<file path="config.mk">
export PLATFORM = sky130hd
export DESIGN_NAME = bus_arbiter_rr8
export DESIGN_NICKNAME = d
export VERILOG_FILES = /design/src/rtl/bus_arbiter_rr8.sv
export SDC_FILE = /design/constraint.sdc
export NUM_CORES = 1
export LEC_CHECK = 0
export CAP_MARGIN = 10
export CELL_PAD_IN_SITES_DETAIL_PLACEMENT = 0
export CELL_PAD_IN_SITES_GLOBAL_PLACEMENT = 1
export CORE_MARGIN = 5
export CORE_UTILIZATION = 44
export CTS_CLUSTER_SIZE = 24
export DETAILED_ROUTE_END_ITERATION = 8
export PLACE_DENSITY_LB_ADDON = 0.1
export SLEW_MARGIN = 20
export SYNTH_ARGS = -nofsm -noshare
export SYNTH_HDL_FRONTEND = slang
export SYNTH_SLANG_ARGS = --single-unit
</file>
<file path="constraint.sdc">
create_clock -name clk -period 3.3 [get_ports clk]
set_input_delay 0.66 -clock clk [delete_from_list [all_inputs] [get_ports clk]]
set_output_delay 0.66 -clock clk [all_outputs]
set_load 0.005 [all_outputs]
</file>
<file path="src/rtl/bus_arbiter_rr8.sv">
// Round-robin arbiter for eight requesters sharing one 32-bit resource.
// Holds a grant until done, request withdrawal, or the MAX_HOLD limit.
module bus_arbiter_rr8 #(
    parameter int MAX_HOLD = 16
) (
    input  logic       clk,
    input  logic       reset,
    input  logic [7:0] req,
    input  logic       done,
    output logic [7:0] grant,
    output logic [2:0] sel,
    output logic       busy,
    output logic       timeout
);

    typedef enum logic {
        IDLE,
        BUSY
    } state_t;

    localparam logic [7:0] HOLD_LAST = 8'(MAX_HOLD - 1);

    state_t     state, state_n;
    logic [2:0] ptr, ptr_n;
    logic [2:0] sel_n;
    logic [2:0] win;
    logic [7:0] grant_n;
    logic [7:0] hold, hold_n;
    logic       timeout_n;
    logic       found;
    logic       release_now;

    // Scan from the farthest offset down so the nearest set bit wins.
    always_comb begin
        found = 1'b0;
        win   = ptr;
        for (int i = 7; i >= 0; i--) begin
            if (req[ptr + 3'(i)]) begin
                found = 1'b1;
                win   = ptr + 3'(i);
            end
        end
    end

    assign release_now = done || !req[sel] || (hold == HOLD_LAST);

    always_comb begin
        state_n   = state;
        ptr_n     = ptr;
        sel_n     = sel;
        grant_n   = grant;
        hold_n    = hold;
        timeout_n = 1'b0;
        unique case (state)
            IDLE: begin
                if (found) begin
                    state_n = BUSY;
                    sel_n   = win;
                    grant_n = 8'b1 << win;
                    hold_n  = 8'd0;
                end
            end
            BUSY: begin
                if (release_now) begin
                    state_n   = IDLE;
                    grant_n   = 8'd0;
                    ptr_n     = sel + 3'd1;
                    // Only a pure hold-limit release reports a timeout.
                    timeout_n = !done && req[sel];
                end else begin
                    hold_n = hold + 8'd1;
                end
            end
            default: ;
        endcase
    end

    always_ff @(posedge clk or posedge reset) begin
        if (reset) begin
            state   <= IDLE;
            ptr     <= 3'd0;
            sel     <= 3'd0;
            grant   <= 8'd0;
            hold    <= 8'd0;
            timeout <= 1'b0;
        end else begin
            state   <= state_n;
            ptr     <= ptr_n;
            sel     <= sel_n;
            grant   <= grant_n;
            hold    <= hold_n;
            timeout <= timeout_n;
        end
    end

    assign busy = (state == BUSY);

endmodule
</file>
### Register map, names as in the netlist, run 1

Scale bar: 20 um.
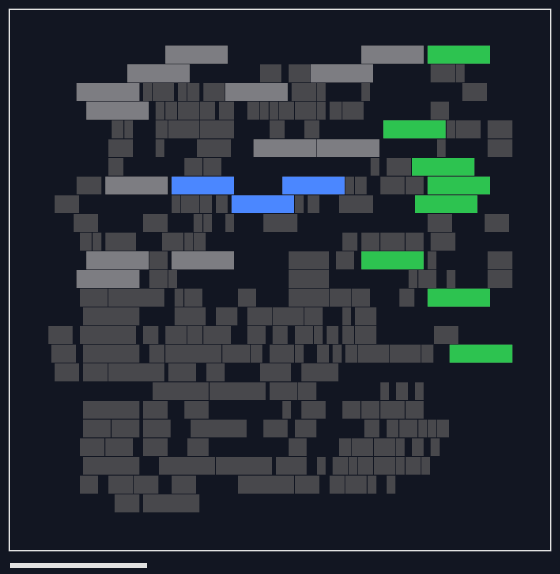
Key: blue = sel [sequential cells 3]; green = grant [sequential cells 8]
Another 13 sequential cells are not coloured.
core occupancy in the finished layout: 0.529
Seq area share: 0.245
Seq power: 0.452 mW
register area: 601 um^2

### Clock nets, run 1

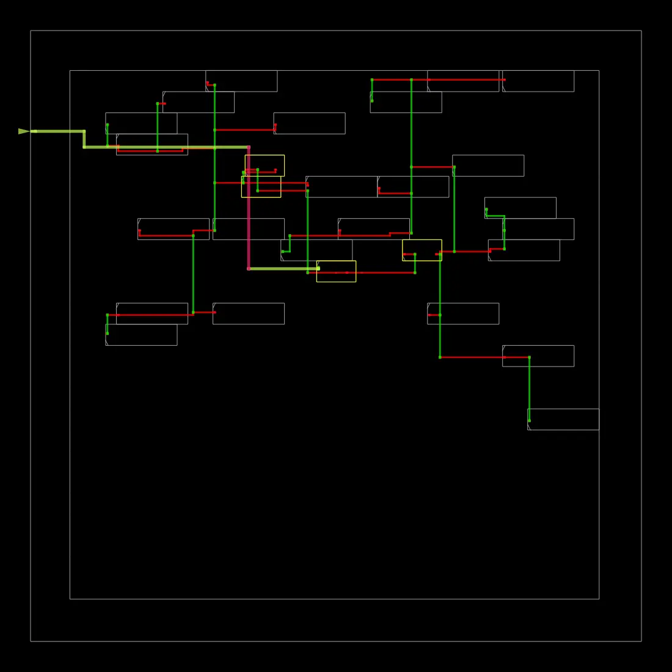
P_clk: 0.201 mW
worst skew pair latency: 0.26 ns

### Port wiring, run 1

Scale bar: 20 um.
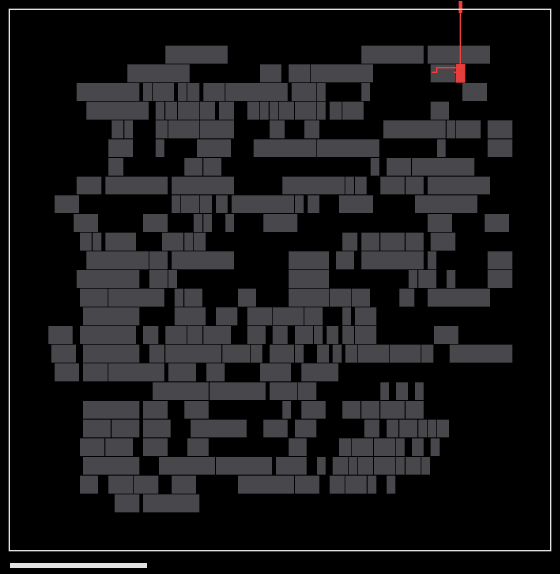
Key: red = reset [bits 1, direction input, end cells 1, buffers 1, wire 13.6 um]
# IOs: 24
PortBufs: 23

==> reports/qor.txt, run 1 <==
DR WL/cell: 17.2 um
max incr delay on CP: 0.55 ns
global-route usage over all layers: 0.170
WHS Path Cells: 1
routed wire length: 4.89 mm
Max-cap violations: 0
Slew Limit Fails: 0
Core ar.: 0.00463 mm^2
CP required: 3.46 ns
# Cells Yosys: 201
Finish-stage setup viols: 0
Clock Sink Count: 24
Tmin final: 2.98 ns
Die Area: 0.00617 mm^2
Hold-fix buffers, CTS: 0
number of diodes: 0
Cell Chain, Critical Path: inv_1 -> ha_1 -> buf_4 -> mux4_2 -> o211ai_1 -> nand4_1 -> a41oi_1 -> o21ai_0 -> and2_1 -> a32o_1
flops out of synthesis: 24
Initial Utilization: 0.447
Filler cells: 422
vias in the first global route: 1616
Layout Skew: 0.00155 ns
Final Hold Fails: 0
Worst VDD drop: 0.566 mV
outcome: finished clean
FMAX: 0.335 GHz
GRT met2 Usage: 0.255
crit path to: grant[0]$_DFFE_PP0P_
First-pass DRT Iterations: 4
-- run 1: cells in the final DEF (no fill, tap or decap), types with 5 or more instances in the layout --
master           count
a21oi_1              6
a32o_1               5
buf_4               12
clkdlybuf4s50_1     23
dfrtp_1             24
inv_1                9
mux2_2               7
mux2i_1              9
mux4_2              15
nand2_1             17
nand3_1              5
nor2_1              17
nor2b_1              6
o21ai_0              8
xor2_1               6
-- run 1: per-layer routing --
| layer | up-vias | share of wire |
|---|---|---|
| met5 | - | 0 |
| met4 | 0 | 0.0031 |
| met3 | 2 | 0.059 |
| met2 | 57 | 0.45 |
| met1 | 800 | 0.49 |
| li1 | 816 | - |
-- run 1: power breakdown --
part           switching [mW]  leakage, nW  internal (mW)  total (mW)
Sequential             0.0820        0.315          0.370       0.452
Clock                  0.0947       0.0288          0.107       0.201
Combinational            1.14        0.652           1.01        2.15
-- run 1: area by class of cell --
type                       instances  area, um^2  area share
timing repair buffer              35         320       0.131
inverter                          10        37.5      0.0153
sequential                        24         601       0.245
clock buffer                       4        55.1      0.0225
tap                               54        67.6      0.0276
multi-input combinational        157        1370       0.558
-- run 1: sequential cells by signal, indices dropped and copies added, names as in the netlist --
| signal | flops |
|---|---|
| busy | 1 |
| grant | 8 |
| hold | 8 |
| ptr | 3 |
| sel | 3 |
| timeout | 1 |
-- run 1: logic make-up (layout without fill, tap and decap cells) --
kind of cell | after synthesis | count (layout)
and+or+nand+nor | 62 | 62
AOI/OAI and AO/OA | 45 | 45
muxes | 34 | 34
DFF | 24 | 24
buffers and inverters | 20 | 49
xor gates and xnor gates | 12 | 12
adders and majority gates | 4 | 4
-- run 1: stage by stage --
step / std cells / cell area [um^2] / power (mW) / hold slack, ns / setup slack (ns)
2_1_floorplan: 201 / 2070 / 2.07 / 0.473 / 0.258
3_3_place_gp: 280 / 2390 / 2.56 / 0.462 / 0.103
3_5_place_dp: 280 / 2390 / 2.60 / 0.482 / 0.0723
4_1_cts: 284 / 2450 / 2.81 / 0.503 / 0.322
5_1_grt: 284 / 2450 / 3.03 / 0.522 / 0.124
6_report: 284 / 2450 / 2.81 / 0.494 / 0.315
-- run 1: cells in the mapped netlist (2+ instances only) --
cell type,instances,area (um^2)
a21o_1,2,15.0
a32o_1,5,50.1
mux4_2,15,338
nand3_1,5,25.0
nand4_1,2,12.5
a21oi_1,6,30.0
nor2_1,17,63.8
dfrtp_1,24,601
mux2_2,7,78.8
buf_4,2,15.0
a221oi_1,2,17.5
nor2b_1,6,37.5
inv_1,9,33.8
o31ai_1,4,30.0
nor3_1,3,15.0
ha_1,4,50.1
nand2_1,17,63.8
mux2i_1,9,90.1
xnor2_1,4,35.0
o21ai_0,8,40.0
clkbuf_1,2,7.51
buf_6,2,22.5
and3_1,3,18.8
o211ai_1,2,15.0
buf_2,3,15.0
xor2_1,6,52.6
and2_1,2,12.5
a211oi_1,4,30.0
mux2_1,2,22.5
xnor2_2,2,32.5
nand2b_1,2,12.5
-- run 1: worst register-to-register path: cells and delay by family (launching register included) --
kind | cells | cell delay, ns
flops | 1 | 0.36
buf+inv | 2 | 0.29
fa+ha+maj | 1 | 0.51
simple gates | 2 | 0.32
mux | 1 | 0.56
compound gates | 4 | 0.85
### Metal layers overlaid, run 1

Only two layers are drawn.
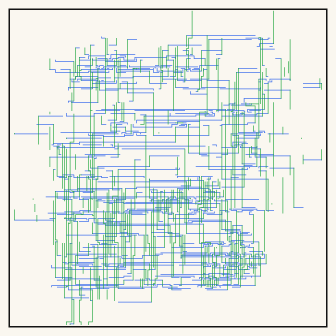

==> run 1 -> run 2 <==
Settings changed: PLACE_DENSITY set to 0.83, PLACE_DENSITY_LB_ADDON 0.1 to unset.
Clock period 3.3 ns to 3.41 ns, I/O delays scaled along.
### Metal layers overlaid, run 2

Only two layers are drawn.
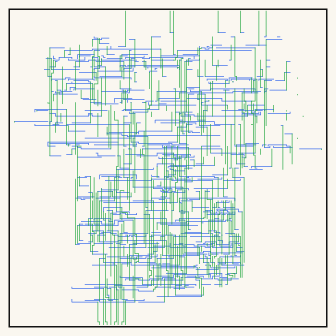
Key: blue = met1 [wire length 2070 um]; green = met2 [wire length 2240 um]
DR WL/cell: 16.0 um
routed wire length: 4.53 mm
DR vias: 1690
global-route usage over all layers: 0.160

==> run 2 against run 1 <==
Clock power is 5% lower. Largest cell class unchanged. Highest routed layer unchanged. Clock skew hardly changed. Utilization is 0.16 points lower. Flip-flop count stayed put. Die size stayed put. Critical endpoint is now grant[5]$_DFFE_PP0P_. Via count is 0.90% higher.
==> reports/qor.txt, run 2 <==
Max-cap violations: 0 (unchanged)
PortBufs: 23 (unchanged)
Switching Fraction: 0.462 (was 0.471)
Comb pwr share: 0.767 (about the same)
Tmin final: 3.05 ns (was 2.98 ns)
outcome: finished clean (unchanged)
number of diodes: 0 (unchanged)
vias in the first global route: 1691 (was 1616)
Slew Limit Fails: 0 (unchanged)
Initial Utilization: 0.447 (unchanged)
worst skew pair latency: 0.26 ns (about the same)
crit end category: flip-flop (unchanged)
Finished Layout Cells: 283 (was 284)
Synth top cell by count: dfrtp_1 (unchanged)
Clock Sink Count: 24 (unchanged)
biggest area cells: dfrtp_1 (29%), mux4_2 (16%), mux2i_1 (4.4%) (unchanged)
hold_ws: 0.478 ns (was 0.494 ns)
Core ar.: 0.00463 mm^2 (unchanged)
top cells by count: dfrtp_1 (24), nand2_1 (17), nor2_1 (17), mux4_2 (15) (unchanged)
Initial DRC Count: 70 (was 154)
max incr delay on CP: 0.64 ns (was 0.55 ns)
Cell Chain, Critical Path: inv_1 -> ha_1 -> mux2_1 -> mux4_2 -> mux2i_1 -> o211ai_1 -> a221oi_1 -> a21oi_2 -> a32o_1 (was inv_1 -> ha_1 -> buf_4 -> mux4_2 -> o211ai_1 -> nand4_1 -> a41oi_1 -> o21ai_0 -> and2_1 -> a32o_1)
total power draw: 2.65 mW (was 2.81 mW)
FMAX: 0.328 GHz (was 0.335 GHz)
Regs by FF count: grant x8, hold x8 (unchanged)
Power per Cell Area: 1090 mW/mm^2 (was 1150 mW/mm^2)
share of the synthesized area in the top cell type: 0.290 (unchanged)
Hold-fix buffers, CTS: 0 (unchanged)
Psw: 1.22 mW (was 1.32 mW)
Seq pwr share: 0.161 (about the same)
dominant logic cell type in the layout: dfrtp_1 (unchanged)
largest area contributor in the netlist: dfrtp_1 (unchanged)
Die Area: 0.00617 mm^2 (unchanged)
Layout Skew: 0.00184 ns (was 0.00155 ns)
final period utilization: 0.893 (was 0.905)
hold crit path type: reg -> reg (unchanged)
most frequent cells in the layout: dfrtp_1 (24), clkdlybuf4s50_1 (23), nand2_1 (17), nor2_1 (17), mux4_2 (15) (unchanged)
# Cells Yosys: 201 (unchanged)
Worst VDD drop: 0.490 mV (was 0.566 mV)
# IOs: 24 (unchanged)
First-pass DRT Iterations: 4 (unchanged)
Die W: 78.6 um (unchanged)
internal power: 1.43 mW (was 1.49 mW)
Finish-stage setup viols: 0 (unchanged)
Clk network pwr share: 0.072 (about the same)
placed insts: 279 (was 280)
tool warnings: 27 (unchanged)
==> run 2: netlist changes by cell type in the layout (fill, tap and decap cells not counted) <==
cell and delta:
buf_4 -1
==> run 2: power by group through the flow <==
| stage | clock network (mW) | registers [mW] | logic (mW) |
|---|---|---|---|
| 6_report | 0.191 | 0.426 | 2.03 |
| 5_1_grt | 0.208 | 0.440 | 2.23 |
| 4_1_cts | 0.195 | 0.427 | 2.04 |
| 3_5_place_dp | 0 | 0.431 | 2.04 |
| 3_3_place_gp | 0 | 0.430 | 2.02 |
| 2_1_floorplan | 0 | 0.415 | 1.59 |
==> run 2: kinds of logic after synthesis <==
| group | after synthesis | synth area share |
|---|---|---|
| muxes | 34 | 0.263 |
| adders and majority gates | 4 | 0.0242 |
| buffers and inverters | 20 | 0.0496 |
| AOI/OAI and AO/OA | 45 | 0.167 |
| DFF | 24 | 0.290 |
| and+or+nand+nor | 62 | 0.148 |
| xor gates and xnor gates | 12 | 0.0580 |
==> run 2: metal layers <==
layer / vias to the layer above / routed length, um / global-route usage
li1: 815 / - / -
met1: 845 / 2070 / 0.226
met2: 26 / 2240 / 0.257
met3: 4 / 186 / 0.0310
met4: 0 / 25 / 0.0297
met5: - / 0 / 0
==> run 2: final timing paths <==
path | endpoint | slack (ns) | depth (start not counted)
max | grant[5]$_DFFE_PP0P_ | 0.36 | 9
min | grant[3]$_DFFE_PP0P_ | 0.48 | 2
max reg2reg | grant[5]$_DFFE_PP0P_ | 0.36 | 9
min reg2reg | grant[3]$_DFFE_PP0P_ | 0.48 | 2
max in group asynchronous | hold[4]$_DFFE_PP0P_ | 1.98 | 2
min in group asynchronous | hold[7]$_DFFE_PP0P_ | 0.89 | 2
==> run 2: worst register-to-register path, cell delays in order, from the launching register on <==
cell      delay [ns]
dfrtp_1         0.35
inv_1           0.06
ha_1            0.64
mux2_1          0.41
mux4_2          0.48
mux2i_1         0.14
o211ai_1        0.10
a221oi_1        0.33
a21oi_2         0.15
a32o_1          0.28
==> run 2: area by class of cell <==
| class | instances | area, um^2 |
|---|---|---|
| Clock buffer | 4 | 55.1 |
| Fill cell | 422 | 2190 |
| Inverter | 10 | 37.5 |
| Multi-Input combinational cell | 157 | 1370 |
| Sequential cell | 24 | 601 |
| Tap cell | 54 | 67.6 |
| Timing Repair Buffer | 34 | 313 |
==> run 2: through the flow <==
stage               instance area, um^2  utilization  worst slack (ns)
floorplan                          2070            -             0.368
global placement                   2380        0.515             0.166
detailed placement                 2380        0.515             0.138
CTS                                2440        0.527             0.343
global route                       2440        0.527            0.0957
finish                             2440        0.527             0.364
Power is estimated from default activity; no workload was simulated.
